File: config.mk
export PLATFORM = sky130hd
export DESIGN_NAME = fetch_queue_unit_flat
export DESIGN_NICKNAME = d
export VERILOG_FILES = /design/src/rtl/fetch_queue_unit_pkg.sv /design/src/rtl/fetch_queue_unit_if.sv /design/src/rtl/fetch_queue_unit_fetch_fifo.sv /design/src/rtl/fetch_queue_unit.sv /design/src/flat_wrapper.sv
export SDC_FILE = /design/constraint.sdc
export NUM_CORES = 1
export LEC_CHECK = 0
export ABC_AREA = 1
export CAP_MARGIN = 30
export CELL_PAD_IN_SITES_DETAIL_PLACEMENT = 0
export CELL_PAD_IN_SITES_GLOBAL_PLACEMENT = 1
export CORE_MARGIN = 4
export CORE_UTILIZATION = 44
export DETAILED_ROUTE_END_ITERATION = 10
export GPL_ROUTABILITY_DRIVEN = 0
export HOLD_SLACK_MARGIN = 0.02
export PLACE_DENSITY = 0.81
export SKIP_LAST_GASP = 1
export SYNTH_ARGS = -nofsm -noshare
export SYNTH_HDL_FRONTEND = slang
export SYNTH_HIERARCHICAL = 1
export SYNTH_SLANG_ARGS = --single-unit
File: constraint.sdc
create_clock -name i_clk -period 6.6 [get_ports i_clk]
set_input_delay 1.65 -clock i_clk [delete_from_list [all_inputs] [get_ports i_clk]]
set_output_delay 1.65 -clock i_clk [all_outputs]
set_load 0.05 [all_outputs]
File: src/rtl/fetch_queue_unit_pkg.sv
// Shared types and constants for the fetch queue unit: entry layout, instruction size, PC alignment.
package fetch_queue_unit_pkg;

  localparam int XLEN = 32;
  localparam int INSTR_BYTES = 4;
  localparam logic [31:0] NOP_INSTR = 32'h0000_0013;

  typedef struct packed {
    logic [31:0] pc;
    logic [31:0] instr;
  } fetch_entry_t;

  // Instructions are word aligned; redirect targets drop their two low bits.
  function automatic logic [XLEN-1:0] align_pc(input logic [XLEN-1:0] addr);
    return {addr[XLEN-1:2], 2'b00};
  endfunction

endpackage

File: src/rtl/fetch_queue_unit_if.sv
// Fetch-side bundle: execute redirect, instruction memory request/response and decode handshake.
interface fetch_queue_unit_if;
  import fetch_queue_unit_pkg::*;

  // Execute bundle
  logic            redirect_valid;
  logic [XLEN-1:0] redirect_pc;
  // Instruction memory
  logic            imem_req_valid;
  logic            imem_req_ready;
  logic [XLEN-1:0] imem_req_addr;
  logic            imem_rsp_valid;
  logic [XLEN-1:0] imem_rsp_data;
  // Fetch bundle towards decode
  logic            dec_valid;
  logic            dec_ready;
  logic [XLEN-1:0] dec_instr;
  logic [XLEN-1:0] dec_pc;
  logic [XLEN-1:0] dec_pc4;

  modport master (
    input  redirect_valid, redirect_pc, imem_req_ready, imem_rsp_valid, imem_rsp_data, dec_ready,
    output imem_req_valid, imem_req_addr, dec_valid, dec_instr, dec_pc, dec_pc4
  );

  modport slave (
    output redirect_valid, redirect_pc, imem_req_ready, imem_rsp_valid, imem_rsp_data, dec_ready,
    input  imem_req_valid, imem_req_addr, dec_valid, dec_instr, dec_pc, dec_pc4
  );

endinterface

File: src/rtl/fetch_queue_unit_fetch_fifo.sv
// Synchronous FIFO with flush and occupancy count; push at full is accepted only alongside a pop.
module fetch_fifo #(
  parameter int WIDTH = 64,
  parameter int DEPTH = 4,
  localparam int AW = (DEPTH > 1) ? $clog2(DEPTH) : 1,
  localparam int CW = $clog2(DEPTH + 1)
) (
  input  logic             i_clk,
  input  logic             i_reset,
  input  logic             i_push,
  input  logic             i_pop,
  input  logic             i_flush,
  input  logic [WIDTH-1:0] i_data,
  output logic [WIDTH-1:0] o_data,
  output logic             o_full,
  output logic             o_empty,
  output logic [CW-1:0]    o_count
);

  logic [WIDTH-1:0] r_mem [DEPTH];
  logic [AW-1:0]    r_rd_ptr;
  logic [AW-1:0]    r_wr_ptr;
  logic [CW-1:0]    r_count;
  logic             w_do_push;
  logic             w_do_pop;

  function automatic logic [AW-1:0] next_ptr(input logic [AW-1:0] ptr);
    return (ptr == AW'(DEPTH - 1)) ? '0 : ptr + AW'(1);
  endfunction

  assign o_full    = (r_count == CW'(DEPTH));
  assign o_empty   = (r_count == '0);
  assign o_count   = r_count;
  assign o_data    = r_mem[r_rd_ptr];
  assign w_do_pop  = i_pop && !o_empty;
  assign w_do_push = i_push && (!o_full || w_do_pop);

  // NOTE: sequential state is updated with non-blocking assignments only.
  always_ff @(posedge i_clk) begin
    if (i_reset || i_flush) begin
      r_rd_ptr <= '0;
      r_wr_ptr <= '0;
      r_count  <= '0;
    end else begin
      if (w_do_push) r_wr_ptr <= next_ptr(r_wr_ptr);
      if (w_do_pop)  r_rd_ptr <= next_ptr(r_rd_ptr);
      r_count <= r_count + CW'(w_do_push) - CW'(w_do_pop);
    end
  end

  // NOTE: storage has no reset; pointers and count alone decide which words are live.
  always_ff @(posedge i_clk) begin
    if (w_do_push) r_mem[r_wr_ptr] <= i_data;
  end

endmodule

File: src/rtl/fetch_queue_unit.sv
// Fetch stage: PC generation, pipelined imem requests with credit-based flow control, fetch queue to decode.
// Optional FETCH_PERF_EN adds fetched/dropped/stall performance counters.
module fetch_queue_unit
  import fetch_queue_unit_pkg::*;
#(
  parameter int              QDEPTH          = 4,
  parameter int              MAX_OUTSTANDING = 2,
  parameter logic [XLEN-1:0] RESET_VECTOR    = '0
) (
  input  logic                i_clk,
  input  logic                i_reset,
  fetch_queue_unit_if.master  bus
`ifdef FETCH_PERF_EN
  ,
  output logic [XLEN-1:0]     o_perf_fetched,
  output logic [XLEN-1:0]     o_perf_dropped,
  output logic [XLEN-1:0]     o_perf_stall
`endif
);

  localparam int OW  = $clog2(MAX_OUTSTANDING + 1);
  localparam int QCW = $clog2(QDEPTH + 1);
  localparam int EW  = $bits(fetch_entry_t);

  logic [XLEN-1:0] r_pc;
  logic [OW-1:0]   r_outstanding;
  logic [OW-1:0]   r_drop;
  logic [OW-1:0]   w_out_next;

  logic            w_redirect;
  logic            w_req_valid;
  logic            w_req_fire;
  logic            w_rsp;
  logic            w_rsp_keep;
  logic            w_dec_valid;
  logic            w_pop;

  fetch_entry_t    w_q_in;
  fetch_entry_t    w_q_head;
  logic            w_q_full;
  logic            w_q_empty;
  logic [QCW-1:0]  w_q_count;

  logic [XLEN-1:0] w_pcq_head;
  logic            w_pcq_full;
  logic            w_pcq_empty;
  logic [OW-1:0]   w_pcq_count;

  assign w_redirect  = bus.redirect_valid;
  // Credit rule: a request is only issued when its response is guaranteed a queue slot.
  assign w_req_valid = !i_reset && !w_redirect &&
                       (int'(r_outstanding) < MAX_OUTSTANDING) &&
                       (int'(w_q_count) + int'(r_outstanding) < QDEPTH);
  assign w_req_fire  = w_req_valid && bus.imem_req_ready;
  assign w_rsp       = bus.imem_rsp_valid;
  assign w_rsp_keep  = w_rsp && (r_drop == '0) && !w_redirect;
  assign w_dec_valid = !i_reset && !w_q_empty;
  assign w_pop       = w_dec_valid && bus.dec_ready && !w_redirect;
  assign w_out_next  = r_outstanding + OW'(w_req_fire) - OW'(w_rsp);

  assign w_q_in = '{pc: w_pcq_head, instr: bus.imem_rsp_data};

  fetch_fifo #(.WIDTH(EW), .DEPTH(QDEPTH)) u_queue (
    .i_clk   (i_clk),
    .i_reset (i_reset),
    .i_push  (w_rsp_keep),
    .i_pop   (w_pop),
    .i_flush (w_redirect),
    .i_data  (w_q_in),
    .o_data  (w_q_head),
    .o_full  (w_q_full),
    .o_empty (w_q_empty),
    .o_count (w_q_count)
  );

  // Request PCs in flight; survives redirects because dropped responses still retire their PC.
  fetch_fifo #(.WIDTH(XLEN), .DEPTH(MAX_OUTSTANDING)) u_pc_fifo (
    .i_clk   (i_clk),
    .i_reset (i_reset),
    .i_push  (w_req_fire),
    .i_pop   (w_rsp),
    .i_flush (1'b0),
    .i_data  (r_pc),
    .o_data  (w_pcq_head),
    .o_full  (w_pcq_full),
    .o_empty (w_pcq_empty),
    .o_count (w_pcq_count)
  );

  always_ff @(posedge i_clk) begin
    if (i_reset) begin
      r_pc          <= RESET_VECTOR;
      r_outstanding <= '0;
      r_drop        <= '0;
    end else begin
      r_outstanding <= w_out_next;
      if (w_redirect) begin
        r_pc   <= align_pc(bus.redirect_pc);
        r_drop <= w_out_next;
      end else begin
        if (w_req_fire) r_pc <= r_pc + XLEN'(INSTR_BYTES);
        if (w_rsp && (r_drop != '0)) r_drop <= r_drop - OW'(1);
      end
    end
  end

  assign bus.imem_req_valid = w_req_valid;
  assign bus.imem_req_addr  = r_pc;
  assign bus.dec_valid      = w_dec_valid;
  assign bus.dec_instr      = w_dec_valid ? w_q_head.instr : NOP_INSTR;
  assign bus.dec_pc         = w_q_head.pc;
  assign bus.dec_pc4        = w_q_head.pc + XLEN'(INSTR_BYTES);

`ifdef FETCH_PERF_EN
  logic [XLEN-1:0] r_perf_fetched;
  logic [XLEN-1:0] r_perf_dropped;
  logic [XLEN-1:0] r_perf_stall;

  always_ff @(posedge i_clk) begin
    if (i_reset) begin
      r_perf_fetched <= '0;
      r_perf_dropped <= '0;
      r_perf_stall   <= '0;
    end else begin
      r_perf_fetched <= r_perf_fetched + XLEN'(w_rsp_keep);
      r_perf_dropped <= r_perf_dropped + XLEN'(w_rsp && !w_rsp_keep);
      r_perf_stall   <= r_perf_stall + XLEN'(!w_dec_valid);
    end
  end

  assign o_perf_fetched = r_perf_fetched;
  assign o_perf_dropped = r_perf_dropped;
  assign o_perf_stall   = r_perf_stall;
`endif

  // Environment and bookkeeping invariants.
  a_rsp_has_request: assert property (@(posedge i_clk) disable iff (i_reset)
    w_rsp |-> (r_outstanding != '0) && !w_pcq_empty);
  a_drop_bounded: assert property (@(posedge i_clk) disable iff (i_reset)
    r_drop <= r_outstanding);
  a_pc_fifo_tracks: assert property (@(posedge i_clk) disable iff (i_reset)
    w_pcq_count == r_outstanding);
  a_no_pc_overflow: assert property (@(posedge i_clk) disable iff (i_reset)
    !(w_pcq_full && w_req_fire));
  a_no_queue_overflow: assert property (@(posedge i_clk) disable iff (i_reset)
    !(w_q_full && w_rsp_keep && !w_pop));

endmodule

File: src/flat_wrapper.sv
// flat-port wrapper written by rule: the top's interface ports become plain ports
module fetch_queue_unit_flat import fetch_queue_unit_pkg::*;
#(
  parameter int              QDEPTH          = 4,
  parameter int              MAX_OUTSTANDING = 2,
  parameter logic [XLEN-1:0] RESET_VECTOR    = '0
)
  (i_clk, i_reset, bus_redirect_valid, bus_redirect_pc, bus_imem_req_ready, bus_imem_rsp_valid, bus_imem_rsp_data, bus_dec_ready, bus_imem_req_valid, bus_imem_req_addr, bus_dec_valid, bus_dec_instr, bus_dec_pc, bus_dec_pc4);
  fetch_queue_unit_if bus_i ();
  input  logic i_clk;
  input  logic i_reset;
  input wire logic [$bits(bus_i.redirect_valid)-1:0] bus_redirect_valid;
  input wire logic [$bits(bus_i.redirect_pc)-1:0] bus_redirect_pc;
  input wire logic [$bits(bus_i.imem_req_ready)-1:0] bus_imem_req_ready;
  input wire logic [$bits(bus_i.imem_rsp_valid)-1:0] bus_imem_rsp_valid;
  input wire logic [$bits(bus_i.imem_rsp_data)-1:0] bus_imem_rsp_data;
  input wire logic [$bits(bus_i.dec_ready)-1:0] bus_dec_ready;
  output wire logic [$bits(bus_i.imem_req_valid)-1:0] bus_imem_req_valid;
  output wire logic [$bits(bus_i.imem_req_addr)-1:0] bus_imem_req_addr;
  output wire logic [$bits(bus_i.dec_valid)-1:0] bus_dec_valid;
  output wire logic [$bits(bus_i.dec_instr)-1:0] bus_dec_instr;
  output wire logic [$bits(bus_i.dec_pc)-1:0] bus_dec_pc;
  output wire logic [$bits(bus_i.dec_pc4)-1:0] bus_dec_pc4;
  assign bus_i.redirect_valid = bus_redirect_valid;
  assign bus_i.redirect_pc = bus_redirect_pc;
  assign bus_i.imem_req_ready = bus_imem_req_ready;
  assign bus_i.imem_rsp_valid = bus_imem_rsp_valid;
  assign bus_i.imem_rsp_data = bus_imem_rsp_data;
  assign bus_i.dec_ready = bus_dec_ready;
  assign bus_imem_req_valid = bus_i.imem_req_valid;
  assign bus_imem_req_addr = bus_i.imem_req_addr;
  assign bus_dec_valid = bus_i.dec_valid;
  assign bus_dec_instr = bus_i.dec_instr;
  assign bus_dec_pc = bus_i.dec_pc;
  assign bus_dec_pc4 = bus_i.dec_pc4;
  fetch_queue_unit #(.QDEPTH(QDEPTH), .MAX_OUTSTANDING(MAX_OUTSTANDING), .RESET_VECTOR(RESET_VECTOR)) u_core (.i_clk(i_clk), .i_reset(i_reset), .bus(bus_i));
endmodule
==> flow_metrics.env, run 1 <==
# physical design summary
export IMPL_cts_buffers=39
export IMPL_setup_violations=0
export IMPL_top_layer_used="met4"
export IMPL_layout_top_cells="edfxtp_1 (320), nor2_1 (255), nand2_1 (203)"
export IMPL_crit_family="buffers and inverters"
export IMPL_finalCritPeriodShare=0.9258
export IMPL_seq_power_w=0.00262
export IMPL_wl_met1_mm=17.21
export IMPL_p_sw_w=0.001195
export IMPL_critPathBufInv=2
export IMPL_tritoncts="yes"
export IMPL_synth_avg_cell_area_sq_um=11.15
export IMPL_p_per_area_nw_per_um2=261.2
export IMPL_cts_htree_levels=2
export IMPL_warnings=33
export IMPL_route_detailed_drc=0
export IMPL_met1_usage=0.2677
export IMPL_p_comb_frac=0.088
export IMPL_clk_latency_ns=0.53
export IMPL_stdcell_count=2147
export IMPL_route_met3_wl_mm=2.657
export IMPL_yosys_warnings=6
export IMPL_path_depth=12
export IMPL_logic_gates=899
export IMPL_ir_drop_mv=0.1584
export IMPL_largest_register_ffs=256
export IMPL_cts_sinks=368
export IMPL_crit_type="flip-flop to output port"
export IMPL_max_stage_delay_ns=0.85
export IMPL_maxPowerGroup="registers"
export IMPL_nonClkBufAreaFrac=0.1103
export IMPL_status="complete, no violations"
export IMPL_crit_end="bus_dec_pc4[20]"
export IMPL_cts_root_buffer="clkbuf_16"
export IMPL_seq_share=0.5347
export IMPL_r2r_end="u_core/u_queue/r_mem[0][13]$_DFFE_PP_"
export IMPL_cp_max_fo=64
export IMPL_clkTransAtPathRegs_ns=0.06
export IMPL_grt_pass1_vias=10780
export IMPL_layout_min_cycle_time_ns=6.111
export IMPL_num_nonclk_buffers=221
export IMPL_finalInstanceArea_sq_um=19780
export IMPL_place_area_sq_um=18510
export IMPL_max_slew_margin=0.4671
export IMPL_r2r_start="u_core/u_queue/o_count[2]$_SDFF_PP0_"
export IMPL_hold_end="u_core/r_drop[1]$_SDFFE_PP0P_"
export IMPL_rr_worst_depth=11
export IMPL_die_w_um=199.8
export IMPL_drtAntennaViolNets=0
export IMPL_cp_data_arrival_time_ns=4.46
export IMPL_numSequentialCells=368
export IMPL_fillerInstances=3067
export IMPL_skew_ns=0.01762
export IMPL_grt_setup_unrepaired="false"
export IMPL_routed_wl_mm=38.20
export IMPL_r2r_slack_ns=3.49
export IMPL_fin_ws_ns=0.4894
export IMPL_postCtsResizedCells=0
export IMPL_grt_max_degree=129
export IMPL_inverters=128
export IMPL_fp_util=0.4508
export IMPL_diodes=0
export IMPL_via_per_inst=5.122
export IMPL_hold_slack_ns=0.4755
export IMPL_total_leakage_power_nw=7.198
export IMPL_clockBufferDepth=3
export IMPL_logic_area_sq_um=4715
export IMPL_io_buffers=195
export IMPL_switching_share=0.2313
export IMPL_fmax_mhz=163.7
export IMPL_power_internal_w=0.003971
export IMPL_comb_power_w=0.000453
export IMPL_global_route_usage_met2=0.3015
export IMPL_post_route_util=0.5507
export IMPL_start_kind="flip-flop"
export IMPL_n_tap_cell=461
export IMPL_gr_total_overflow=0
export IMPL_cp_data_required_time_ns=4.95
export IMPL_die_y_um=199.8
export IMPL_pre_cts_slack_ns=0.9959
export IMPL_n_clock_buffer=53
export IMPL_drt_iter0_markers=783
export IMPL_tightest_slew_ns=0.7994
export IMPL_total_power_w=0.005166
export IMPL_max_cap_violations=0
export IMPL_finalHoldViolCount=0
export IMPL_drive_above_1_share=0.1056
export IMPL_hold_depth=2
export IMPL_path_cells="buf_4 -> o21ai_0 -> o22ai_1 -> ha_1 -> nand2_1 -> nor2_1 -> nand2_1 -> nor2_2 -> nand2_1 -> nor2_1 -> xor2_1 -> clkdlybuf4s50_1"
export IMPL_p_clk_w=0.00209
export IMPL_ios=200
export IMPL_place_inst=2076
export IMPL_final_max_slew_violation_count=0
export IMPL_chip_area_sq_um=39930
export IMPL_cp_slowest_cell="clkdlybuf4s50_1"
export IMPL_top_register="u_core/u_queue/r_mem"
export IMPL_cts_setup_buffers=0
export IMPL_min_from="u_core/r_drop[1]$_SDFFE_PP0P_"
export IMPL_antenna_found_initial=0
export IMPL_endpoint_kind="output port"
export IMPL_cpMostUsedCell="nand2_1"
export IMPL_wl_met2_mm=17.55
export IMPL_dr_pass1_iters=5
export IMPL_syn_inst=1452
export IMPL_comb_share=0.2384
export IMPL_hold_buffers=0
export IMPL_nets=1741
export IMPL_area_dominant_class="flip-flops and latches"
export IMPL_area_delta_synth_final_pct=22.16
export IMPL_layout_top_cell="edfxtp_1"
export IMPL_seqPwrFrac=0.507
export IMPL_fin_tns_setup_ns=0
export IMPL_p_clk_frac=0.405
export IMPL_syn_area_sq_um=16190
export IMPL_rows=69
export IMPL_seq_area_sq_um=10580
export IMPL_clock_area_frac=0.06275
export IMPL_hpwl_mm=24.93
export IMPL_core_sq_um=35910
export IMPL_grt_first_pass_wirelength_mm=59.05
export IMPL_hold_class="flip-flop to flip-flop"
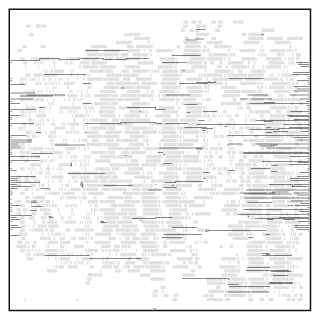
Figure 1: run 1, met3 routing.
(1.5 px per um) Cells faint in the background.
longest straight run: 54.1 um
wire length on this layer: 2660 um
share of all routed wire: 7.0%
nets with wire on the layer: 192

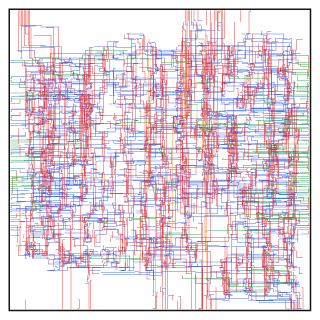
Figure 2: run 1, signal wires by layer.
(1.5 px per um)
| color | layer | wire length |
|---|---|---|
| blue | metal 1 | 17200 um |
| red | metal 2 | 17500 um |
| orange | metal 4 | 788 um |
| green | metal 3 | 2660 um |
via count: 11000
GRT Total Usage: 0.1880
post-DR wirelength/cell: 17.79 um

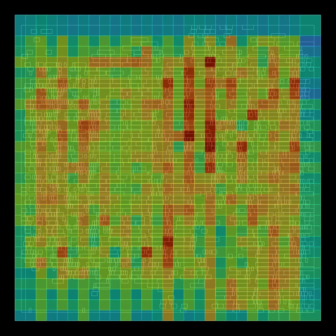
Figure 3: run 1, routing congestion.
grt met3 use: 0.03491
GRT busiest layer: met2

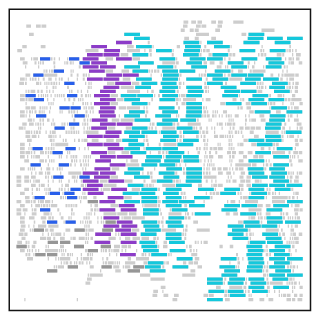
Figure 4: run 1, register map, names as in the netlist.
(1.5 px per um)
| color | signal | placed flops |
|---|---|---|
| blue | u_core/bus.imem_req_addr | 30 |
| purple | u_core/u_pc_fifo/r_mem | 64 |
| cyan | u_core/u_queue/r_mem | 256 |
not colored: 18

==> run 2, diff against run 1 <==
clock period = 6.2 ns   (was 6.6 ns; I/O delays follow)
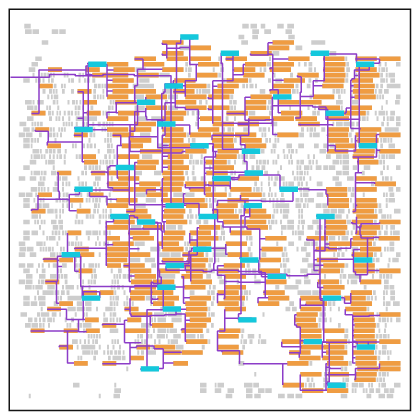
Figure 5: run 2, clock distribution.
(2 px per um)
[purple] clock wires | length: 4090 um
[orange] flip-flops | count: 368
[cyan] clock drivers | count: 40
flops lie: all over the die
Clk power: 0.00222 W
clk latency late pin: 0.52 ns
Clk network pwr share: 0.404
clock skew: 0.01446 ns

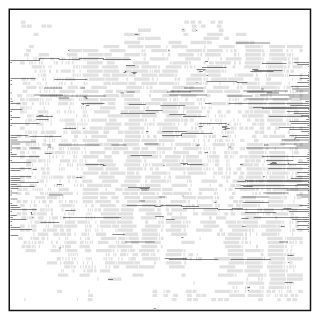
Figure 6: run 2, met3 routing.
(1.5 px per um) Cells faint in the background.
wire length on this layer: 2640 um
main direction: horizontal
share of all routed wire: 6.9%
longest straight run: 53.1 um

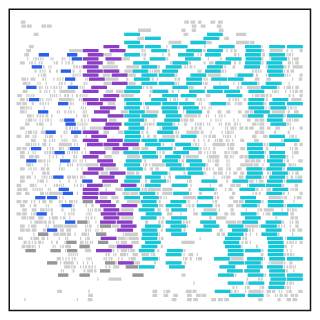
Figure 7: run 2, register map, names as in the netlist.
(1.5 px per um)
| color | signal | placed flops |
|---|---|---|
| purple | u_core/u_pc_fifo/r_mem | 64 |
| blue | u_core/bus.imem_req_addr | 30 |
| cyan | u_core/u_queue/r_mem | 256 |
not colored: 18

==> flow_metrics.env, run 2 <==
# physical design summary
export IMPL_tritoncts="yes"
export IMPL_syn_inst=1452
export IMPL_hpwl_mm=25.93
export IMPL_top_register="u_core/u_queue/r_mem"
export IMPL_syn_area_sq_um=16190
export IMPL_clock_area_frac=0.06249
export IMPL_numSequentialCells=368
export IMPL_busiest_layer="met2"
export IMPL_cts_buffers=40
export IMPL_final_max_slew_violation_count=0
export IMPL_layout_top_cells="edfxtp_1 (320), nor2_1 (255), nand2_1 (203)"
export IMPL_layout_min_cycle_time_ns=5.890
export IMPL_hold_end="u_core/r_drop[1]$_SDFFE_PP0P_"
export IMPL_place_inst=2083
export IMPL_largest_register_ffs=256
export IMPL_logic_area_sq_um=4721
export IMPL_hold_depth=2
export IMPL_core_sq_um=35910
export IMPL_logic_gates=899
export IMPL_clkTransAtPathRegs_ns=0.06
export IMPL_die_y_um=199.8
export IMPL_global_route_usage_met2=0.3063
export IMPL_total_power_w=0.005495
export IMPL_post_route_util=0.5519
export IMPL_area_delta_synth_final_pct=22.43
export IMPL_setup_violations=0
export IMPL_comb_share=0.2381
export IMPL_wl_met2_mm=17.61
export IMPL_antenna_found_initial=0
export IMPL_top_layer_used="met4"
export IMPL_r2r_start="u_core/u_queue/o_count[2]$_SDFF_PP0_"
export IMPL_cts_setup_buffers=0
export IMPL_start_kind="flip-flop"
export IMPL_inverters=128
export IMPL_seq_share=0.5335
export IMPL_r2r_slack_ns=3.04
export IMPL_grt_setup_unrepaired="false"
export IMPL_stdcell_count=2154
export IMPL_clockBufferDepth=3
export IMPL_route_detailed_drc=0
export IMPL_cts_htree_levels=2
export IMPL_seq_power_w=0.00279
export IMPL_postCtsResizedCells=0
export IMPL_place_area_sq_um=18570
export IMPL_fin_tns_setup_ns=0
export IMPL_cts_root_buffer="clkbuf_16"
export IMPL_maxPowerGroup="registers"
export IMPL_yosys_warnings=6
export IMPL_met1_usage=0.2626
export IMPL_warnings=32
export IMPL_layout_top_cell="edfxtp_1"
export IMPL_dr_pass1_iters=7
export IMPL_grtUsageTotal=0.1872
export IMPL_max_slew_margin=0.4413
export IMPL_pre_cts_slack_ns=0.7873
export IMPL_fin_ws_ns=0.3103
export IMPL_crit_family="buffers and inverters"
export IMPL_drt_iter0_markers=786
export IMPL_p_sw_w=0.001261
export IMPL_max_cap_violations=0
export IMPL_total_leakage_power_nw=7.263
export IMPL_diodes=0
export IMPL_rows=69
export IMPL_grt_pass1_vias=10860
export IMPL_path_depth=11
export IMPL_power_internal_w=0.004234
export IMPL_nets=1748
export IMPL_comb_power_w=0.000485
export IMPL_finalHoldViolCount=0
export IMPL_tightest_slew_ns=0.8360
export IMPL_grt_first_pass_wirelength_mm=59.05
export IMPL_cp_data_required_time_ns=4.65
export IMPL_gr_total_overflow=0
export IMPL_seq_area_sq_um=10580
export IMPL_die_w_um=199.8
export IMPL_status="complete, no violations"
export IMPL_cp_slowest_cell="clkdlybuf4s50_1"
export IMPL_path_cells="inv_4 -> buf_12 -> nor2_1 -> o22ai_1 -> nand2_1 -> nor2_1 -> nand2_1 -> nor2_1 -> nand3_1 -> xor2_1 -> clkdlybuf4s50_1"
export IMPL_vias=11020
export IMPL_hold_class="flip-flop to flip-flop"
export IMPL_fp_util=0.4508
export IMPL_finalCritPeriodShare=0.9500
export IMPL_drive_above_1_share=0.1164
export IMPL_wl_met1_mm=17.36
export IMPL_switching_share=0.2294
export IMPL_fillerInstances=3082
export IMPL_area_dominant_class="flip-flops and latches"
export IMPL_n_clock_buffer=50
export IMPL_critPathBufInv=3
export IMPL_use_met3=0.03021
export IMPL_p_per_area_nw_per_um2=277.2
export IMPL_routed_wl_mm=38.43
export IMPL_grt_max_degree=87
export IMPL_finalInstanceArea_sq_um=19820
export IMPL_cpMostUsedCell="nor2_1"
export IMPL_endpoint_kind="output port"
export IMPL_cp_max_fo=86
export IMPL_synth_avg_cell_area_sq_um=11.15
export IMPL_crit_end="bus_dec_pc4[19]"
export IMPL_p_comb_frac=0.088
export IMPL_hold_slack_ns=0.4780
export IMPL_io_buffers=195
export IMPL_cp_data_arrival_time_ns=4.34
export IMPL_n_tap_cell=461
export IMPL_chip_area_sq_um=39930
export IMPL_num_nonclk_buffers=227
export IMPL_min_from="u_core/r_drop[1]$_SDFFE_PP0P_"
export IMPL_max_stage_delay_ns=0.84
export IMPL_r2r_end="u_core/u_queue/r_mem[0][22]$_DFFE_PP_"
export IMPL_rr_worst_depth=11
export IMPL_cts_sinks=368
export IMPL_drtAntennaViolNets=0
export IMPL_wl_per_cell_um=17.84
export IMPL_via_per_inst=5.115
export IMPL_fmax_mhz=169.8
export IMPL_ir_drop_mv=0.1649
export IMPL_hold_buffers=0
export IMPL_seqPwrFrac=0.508
export IMPL_ios=200
export IMPL_route_met3_wl_mm=2.640
export IMPL_nonClkBufAreaFrac=0.1121
export IMPL_crit_type="flip-flop to output port"
==> run 3, diff against run 2 <==
CORE_MARGIN = not set   (was 4)
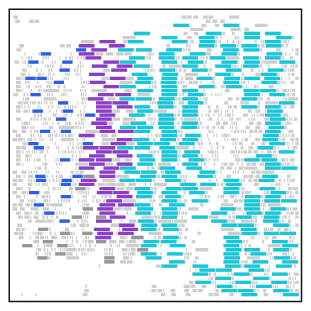
Figure 8: run 3, register map, names as in the netlist.
(1.5 px per um)
| color | signal | placed flops |
|---|---|---|
| cyan | u_core/u_queue/r_mem | 256 |
| purple | u_core/u_pc_fifo/r_mem | 64 |
| blue | u_core/bus.imem_req_addr | 30 |
Seq area share: 0.5352
Finished Core Util: 0.5502

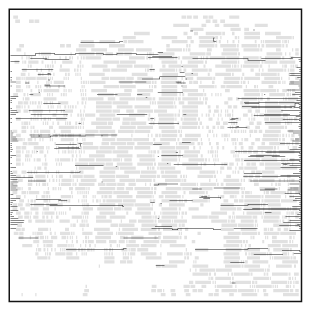
Figure 9: run 3, met3 routing.
(1.5 px per um) Cells faint in the background.
wire length on this layer: 2350 um
share of all routed wire: 6.3%
longest straight run: 48.8 um
nets with wire on the layer: 206
via count: 10960
final WL: 37.57 mm
grt met3 use: 0.03114

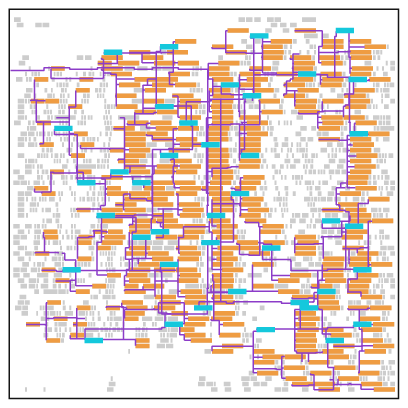
Figure 10: run 3, clock distribution.
(2 px per um)
[orange] flip-flops | count: 368
[purple] clock wires | length: 4040 um
[cyan] clock drivers | count: 40
routed clock nets: 41
clk latency late pin: 0.54 ns
clock skew: 0.03035 ns
Clk power: 0.00227 W
Clk network pwr share: 0.410

==> flow_metrics.env, run 3 <==
# physical design summary
export IMPL_n_tap_cell=461
export IMPL_p_sw_w=0.001270
export IMPL_r2r_start="u_core/u_queue/o_count[2]$_SDFF_PP0_"
export IMPL_rr_worst_depth=11
export IMPL_comb_share=0.2386
export IMPL_r2r_slack_ns=3.00
export IMPL_path_depth=10
export IMPL_drt_iter0_markers=868
export IMPL_seq_power_w=0.00279
export IMPL_finalCritPeriodShare=0.9349
export IMPL_status="complete, no violations"
export IMPL_cts_buffers=40
export IMPL_finalHoldViolCount=0
export IMPL_global_route_usage_met2=0.3254
export IMPL_p_comb_frac=0.086
export IMPL_logic_area_sq_um=4715
export IMPL_switching_share=0.2294
export IMPL_ios=200
export IMPL_inverters=128
export IMPL_antenna_found_initial=0
export IMPL_max_cap_violations=0
export IMPL_wl_met2_mm=17.42
export IMPL_drtAntennaViolNets=0
export IMPL_crit_end="bus_dec_pc4[25]"
export IMPL_path_cells="inv_4 -> buf_12 -> o21ai_1 -> o22ai_1 -> nand3_1 -> inv_1 -> nand2_1 -> nor4_1 -> xor2_1 -> clkdlybuf4s50_1"
export IMPL_warnings=32
export IMPL_hold_slack_ns=0.4727
export IMPL_critPathBufInv=4
export IMPL_layout_top_cell="edfxtp_1"
export IMPL_cp_slowest_cell="clkdlybuf4s50_1"
export IMPL_io_buffers=195
export IMPL_busiest_layer="met2"
export IMPL_fillerInstances=3038
export IMPL_grt_first_pass_wirelength_mm=58.22
export IMPL_total_power_w=0.005539
export IMPL_rows=69
export IMPL_max_slew_margin=0.4465
export IMPL_cts_setup_buffers=0
export IMPL_chip_area_sq_um=37570
export IMPL_hold_buffers=0
export IMPL_drive_above_1_share=0.1098
export IMPL_cp_data_required_time_ns=4.65
export IMPL_largest_register_ffs=256
export IMPL_clock_area_frac=0.06433
export IMPL_top_layer_used="met4"
export IMPL_yosys_warnings=6
export IMPL_grt_max_degree=65
export IMPL_grt_setup_unrepaired="false"
export IMPL_cts_root_buffer="clkbuf_16"
export IMPL_min_from="u_core/r_drop[1]$_SDFFE_PP0P_"
export IMPL_fmax_mhz=172.5
export IMPL_dr_pass1_iters=8
export IMPL_postCtsResizedCells=0
export IMPL_tightest_slew_ns=0.8302
export IMPL_crit_type="flip-flop to output port"
export IMPL_r2r_end="u_core/u_queue/r_mem[0][13]$_DFFE_PP_"
export IMPL_final_max_slew_violation_count=0
export IMPL_clkTransAtPathRegs_ns=0.06
export IMPL_hpwl_mm=24.59
export IMPL_seqPwrFrac=0.504
export IMPL_area_delta_synth_final_pct=22.05
export IMPL_cts_htree_levels=2
export IMPL_fp_util=0.4508
export IMPL_die_y_um=193.8
export IMPL_ir_drop_mv=0.1634
export IMPL_gr_total_overflow=0
export IMPL_place_inst=2076
export IMPL_met1_usage=0.2781
export IMPL_numSequentialCells=368
export IMPL_top_register="u_core/u_queue/r_mem"
export IMPL_core_sq_um=35910
export IMPL_seq_area_sq_um=10580
export IMPL_hold_depth=2
export IMPL_logic_gates=899
export IMPL_nonClkBufAreaFrac=0.1080
export IMPL_syn_area_sq_um=16190
export IMPL_p_per_area_nw_per_um2=280.3
export IMPL_power_internal_w=0.004269
export IMPL_diodes=0
export IMPL_fin_tns_setup_ns=0
export IMPL_grtUsageTotal=0.1989
export IMPL_comb_power_w=0.000479
export IMPL_setup_violations=0
export IMPL_total_leakage_power_nw=7.221
export IMPL_wl_per_cell_um=17.51
export IMPL_cp_data_arrival_time_ns=4.25
export IMPL_via_per_inst=5.106
export IMPL_wl_met1_mm=17.19
export IMPL_n_clock_buffer=45
export IMPL_synth_avg_cell_area_sq_um=11.15
export IMPL_cp_max_fo=64
export IMPL_layout_top_cells="edfxtp_1 (320), nor2_1 (255), nand2_1 (203)"
export IMPL_maxPowerGroup="registers"
export IMPL_nets=1741
export IMPL_clockBufferDepth=3
export IMPL_fin_ws_ns=0.4035
export IMPL_crit_family="buffers and inverters"
export IMPL_route_detailed_drc=0
export IMPL_place_area_sq_um=18490
export IMPL_cts_sinks=368
export IMPL_area_dominant_class="flip-flops and latches"
export IMPL_layout_min_cycle_time_ns=5.797
export IMPL_pre_cts_slack_ns=0.8326
export IMPL_stdcell_count=2146
export IMPL_finalInstanceArea_sq_um=19760
export IMPL_endpoint_kind="output port"
export IMPL_route_met3_wl_mm=2.353
Power and IR drop assume default switching activity.
